$ cat src/rtl/event_pkg.sv
// Shared types for the event arbiter: severity codes and the buffered event record.
package event_pkg;

  typedef enum logic [2:0] {
    LVL_TRACE = 3'd0,
    LVL_DEBUG = 3'd1,
    LVL_INFO  = 3'd2,
    LVL_WARN  = 3'd3,
    LVL_ERROR = 3'd4,
    LVL_FATAL = 3'd5
  } tone_t;

  localparam logic [2:0] ERROR_LEVEL = 3'd4;

  // Field widths match event_arbiter's default parameters.
  localparam int EV_SRC_W  = 2;
  localparam int EV_DATA_W = 32;
  localparam int EV_TS_W   = 32;

  typedef struct packed {
    logic [EV_SRC_W-1:0]  src;
    logic [2:0]           level;
    logic [EV_DATA_W-1:0] data;
    logic [EV_TS_W-1:0]   ts;
  } event_t;

endpackage

$ cat src/rtl/event_fifo.sv
// Synchronous FIFO with occupancy count and register-backed head output.
module event_fifo #(
  parameter int W     = 8,
  parameter int DEPTH = 8,
  localparam int AW   = $clog2(DEPTH),
  localparam int CW   = AW + 1
) (
  input  logic          clk,
  input  logic          rst,
  input  logic          i_push,
  input  logic [W-1:0]  i_din,
  input  logic          i_pop,
  output logic [W-1:0]  o_head,
  output logic          o_full,
  output logic          o_empty,
  output logic [CW-1:0] o_count
);

  logic [W-1:0]  r_mem [DEPTH];
  logic [AW-1:0] r_wr;
  logic [AW-1:0] r_rd;
  logic [CW-1:0] r_count;
  logic          w_push;
  logic          w_pop;

  assign o_full  = (r_count == CW'(DEPTH));
  assign o_empty = (r_count == '0);
  assign w_push  = i_push & ~o_full;
  assign w_pop   = i_pop & ~o_empty;

  // Storage is cleared on reset so the head reads zero until the first push.
  always_ff @(posedge clk or posedge rst) begin
    if (rst) begin
      for (int i = 0; i < DEPTH; i++) r_mem[i] <= '0;
      r_wr    <= '0;
      r_rd    <= '0;
      r_count <= '0;
    end else begin
      if (w_push) begin
        r_mem[r_wr] <= i_din;
        r_wr        <= r_wr + 1'b1;
      end
      if (w_pop) r_rd <= r_rd + 1'b1;
      case ({w_push, w_pop})
        2'b10:   r_count <= r_count + 1'b1;
        2'b01:   r_count <= r_count - 1'b1;
        default: r_count <= r_count;
      endcase
    end
  end

  assign o_head  = r_mem[r_rd];
  assign o_count = r_count;

endmodule

$ cat src/rtl/event_arbiter.sv
// Round-robin arbiter stamping source events with a cycle count into a FIFO.
// Optional EVENT_ARBITER_SEVERITY_PRIO_EN: ERROR-or-worse requests pre-empt the rotation.
module event_arbiter
  import event_pkg::*;
#(
  parameter int N_SRC      = 4,
  parameter int DATA_WIDTH = 32,
  parameter int DEPTH      = 8,
  parameter int TS_WIDTH   = 32
) (
  input  logic                        clk,
  input  logic                        rst,
  input  logic [N_SRC-1:0]            req_valid,
  input  logic [N_SRC*3-1:0]          req_level,
  input  logic [N_SRC*DATA_WIDTH-1:0] req_data,
  output logic [N_SRC-1:0]            req_ready,
  output logic                        out_valid,
  input  logic                        out_ready,
  output logic [$clog2(N_SRC)-1:0]    out_src,
  output logic [2:0]                  out_level,
  output logic [DATA_WIDTH-1:0]       out_data,
  output logic [TS_WIDTH-1:0]         out_ts,
  output logic [$clog2(DEPTH):0]      count
);

  localparam int SW = $clog2(N_SRC);
  localparam int EW = SW + 3 + DATA_WIDTH + TS_WIDTH;
  localparam logic [SW:0] NS = (SW+1)'(N_SRC);

  logic [SW-1:0]       r_ptr;
  logic [TS_WIDTH-1:0] r_ts;
  logic [N_SRC-1:0]    w_cand;
  logic [N_SRC-1:0]    w_rot;
  logic                w_any;
  logic [SW-1:0]       w_off;
  logic [SW-1:0]       w_gnt;
  logic                w_full;
  logic                w_empty;
  logic                w_accept;
  logic                w_pop;
  logic [EW-1:0]       w_din;
  logic [EW-1:0]       w_head;
`ifdef EVENT_ARBITER_SEVERITY_PRIO_EN
  logic [N_SRC-1:0]    w_hi;
`endif

  // (a + b) mod N_SRC for a < N_SRC, b <= N_SRC; one conditional subtract suffices.
  function automatic logic [SW-1:0] wrap_add(input logic [SW-1:0] a, input logic [SW:0] b);
    logic [SW:0] s;
    s = {1'b0, a} + b;
    if (s >= NS) s = s - NS;
    return s[SW-1:0];
  endfunction

  always_comb begin
    w_cand = req_valid;
`ifdef EVENT_ARBITER_SEVERITY_PRIO_EN
    w_hi = '0;
    for (int i = 0; i < N_SRC; i++)
      w_hi[i] = req_valid[i] && (req_level[3*i +: 3] >= ERROR_LEVEL);
    if (|w_hi) w_cand = w_hi;
`endif
    w_rot = '0;
    for (int k = 0; k < N_SRC; k++)
      w_rot[k] = w_cand[wrap_add(r_ptr, (SW+1)'(k))];
    w_any = |w_rot;
    w_off = '0;
    for (int k = N_SRC-1; k >= 0; k--)
      if (w_rot[k]) w_off = SW'(k);
    w_gnt = wrap_add(r_ptr, {1'b0, w_off});
    req_ready = '0;
    if (w_any && !w_full && !rst) req_ready[w_gnt] = 1'b1;
  end

  assign w_accept  = |req_ready;
  assign out_valid = ~w_empty;
  assign w_pop     = out_valid & out_ready;
  assign w_din     = {w_gnt, req_level[3*w_gnt +: 3], req_data[DATA_WIDTH*w_gnt +: DATA_WIDTH], r_ts};

  always_ff @(posedge clk or posedge rst) begin
    if (rst) begin
      r_ptr <= '0;
      r_ts  <= '0;
    end else begin
      r_ts <= r_ts + 1'b1;
      if (w_accept) r_ptr <= wrap_add(w_gnt, (SW+1)'(1));
    end
  end

  event_fifo #(.W(EW), .DEPTH(DEPTH)) u_fifo (
    .clk     (clk),
    .rst     (rst),
    .i_push  (w_accept),
    .i_din   (w_din),
    .i_pop   (w_pop),
    .o_head  (w_head),
    .o_full  (w_full),
    .o_empty (w_empty),
    .o_count (count)
  );

  assign {out_src, out_level, out_data, out_ts} = w_head;

endmodule

$ cat config.mk
export PLATFORM = sky130hd
export DESIGN_NAME = event_arbiter
export DESIGN_NICKNAME = d
export VERILOG_FILES = /design/src/rtl/event_pkg.sv /design/src/rtl/event_fifo.sv /design/src/rtl/event_arbiter.sv
export SDC_FILE = /design/constraint.sdc
export NUM_CORES = 1
export LEC_CHECK = 0
export CORE_MARGIN = 2
export CORE_UTILIZATION = 55
export DETAILED_ROUTE_END_ITERATION = 12
export PLACE_DENSITY = 0.75
export SYNTH_ARGS = -nofsm -noshare
export SYNTH_HDL_FRONTEND = slang
export SYNTH_SLANG_ARGS = --single-unit
$ cat constraint.sdc
create_clock -name clk -period 32.5 [get_ports clk]
set_clock_uncertainty 0.1 [all_clocks]
set_input_delay 6.5 -clock clk [delete_from_list [all_inputs] [get_ports clk]]
set_output_delay 6.5 -clock clk [all_outputs]
set_load 0.03 [all_outputs]
==> job_summary.md <==
## Synthesis and layout report

| Metric | Value |
|---|---|
| Final Power | `3.53 mW` |
| Sw power | `1.46 mW` |
| Switch share | `41.2%` |
| RR Startpoint | `r_ptr[0]$_DFFE_PP0N_` |
| Final nets | `2438` |
| Late-Pin Clk Latency | `0.62 ns` |
| Comb power frac | `48.4%` |
| Post-synth regs | `596` |
| Non-clock buffer share | `7.21%` |
| Seq share, synth | `50.9%` |
| Crit Path Category | `primary input to primary output` |
| Largest stage delay on the critical path | `0.75 ns` |
| Biggest register | `u_fifo.r_mem` |
| Final hold violations | `0` |
| Number of CTS-inserted buffers | `59` |
| Req. time, crit path | `25.90 ns` |
| Ys async rst share | `100%` |
| Max H-tree Level | `2` |
| Status | `completed` |
| Register Area | `14900 um^2` |
| Min-delay src | `u_fifo.r_mem[321]$_DFFE_PP0P_` |
| Tcrit/Tclk final | `52.6%` |
| Port Buf Inserts | `224` |
| Seq/total area | `44.0%` |
| Met3 Use GR | `4.29%` |
| Clock buf/inv share | `6.21%` |
| Estimated wirelength of the detail-placed design | `41400 um` |
| Crit path launch type | `primary input` |
| Xor+xnor area frac | `1.20%` |
| Met3 routed WL | `3950 um` |
| Largest net degree at the start of global routing | `124` |
| Mapped cell area | `29300 um^2` |
| Cell Rows | `84` |
| Setup ws final | `15.39 ns` |
| Hold depth | `2` |
| Clk pwr share | `21.0%` |
| Yosys simple share | `7.18%` |
| Slowest-stage cell, CP | `nor3_4` |
| Routed Antenna Nets | `0` |
| Worst Reg-to-Reg Cells | `11` |
| Placed cells | `2910` |
| Leading power group | `combinational cells` |
| Yosys Instances | `2167` |
| Final Core Density | `64.4%` |
| Stages on worst setup path | `12` |
| Complex Gates by Area | `14.0%` |
| # Taps | `688` |
| EDFF count, synth | `0` |
| Met2 usage | `42.6%` |
| Hold Path Class | `register to register` |
| Most common logic cells in the final layout | `dfrtp_1 (593), nand2_1 (329), mux2_2 (294)` |
| Synthesis area per yosys | `29300 um^2` |
| Chip area | `55200 um^2` |
| Seq cells | `596` |
| Adder Area Share | `0.367%` |
| CP endpoint | `req_ready[2]` |
| Max cap viols | `0` |
| Fin. max-slew vios | `0` |
| Met1 usage | `34.9%` |
| # fillers | `3804` |
| Critical path endpoint category | `primary output` |
| Final setup viols | `0` |
| Slew @ Worst Pin | `1.24 ns` |
| Logic family by area | `multiplexers` |
| Unique cell types | `51` |
| Initial DRT Pass Iterations | `8` |
| Postcts setup bufs | `0` |
| Multi-input gate share of total cell area | `39.9%` |
| Clk pwr | `0.740 mW` |
| Max frequency | `58.5 MHz` |
| Final non-filler cell total | `3018` |
| RD Place Congestion | `0.785` |
| Tool warnings | `34` |
| Worst path bufs/invs | `2` |
| Met1 wire length | `29600 um` |
| Most frequent cells after synthesis | `dfrtp_1 (596), nand2_1 (332), mux2_2 (294)` |
| Sink Count | `596` |
| Pleak | `14.8 nW` |
| Clock buffers | `81` |
| Top cell excl fill/tap | `dfrtp_1` |
| Final setup TNS | `0 ns` |
Figure 1. PDN straps and rails.
Pins as bars on the die edge. Tap cells in gray.
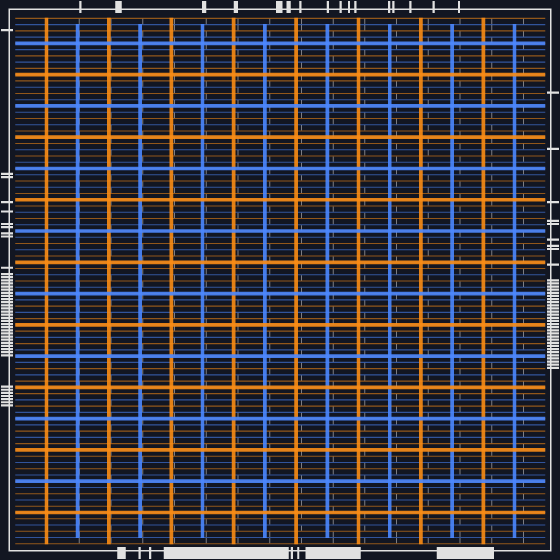
- VDD: blue
- VSS: orange
- met1 rails: 85
- met4 straps: 16
- tap cells: 688
- rows: 84
Core Footprint: 52700 um^2
Die H: 235 um
Max VDD drop: 0.0000796 V
die width: 235 um

Figure 2. Routed clock nets over the placement.
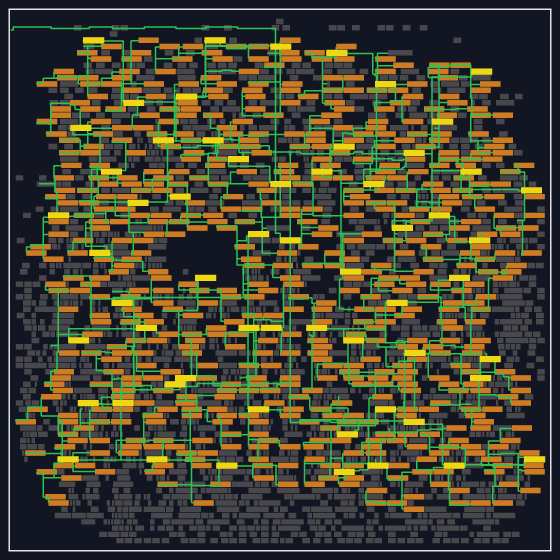
- clock drivers: yellow (count 59)
- clock wires: green (length 7180 um)
- flip-flops: orange (count 596)
- routed clock nets: 60

Power and IR drop assume default switching activity.
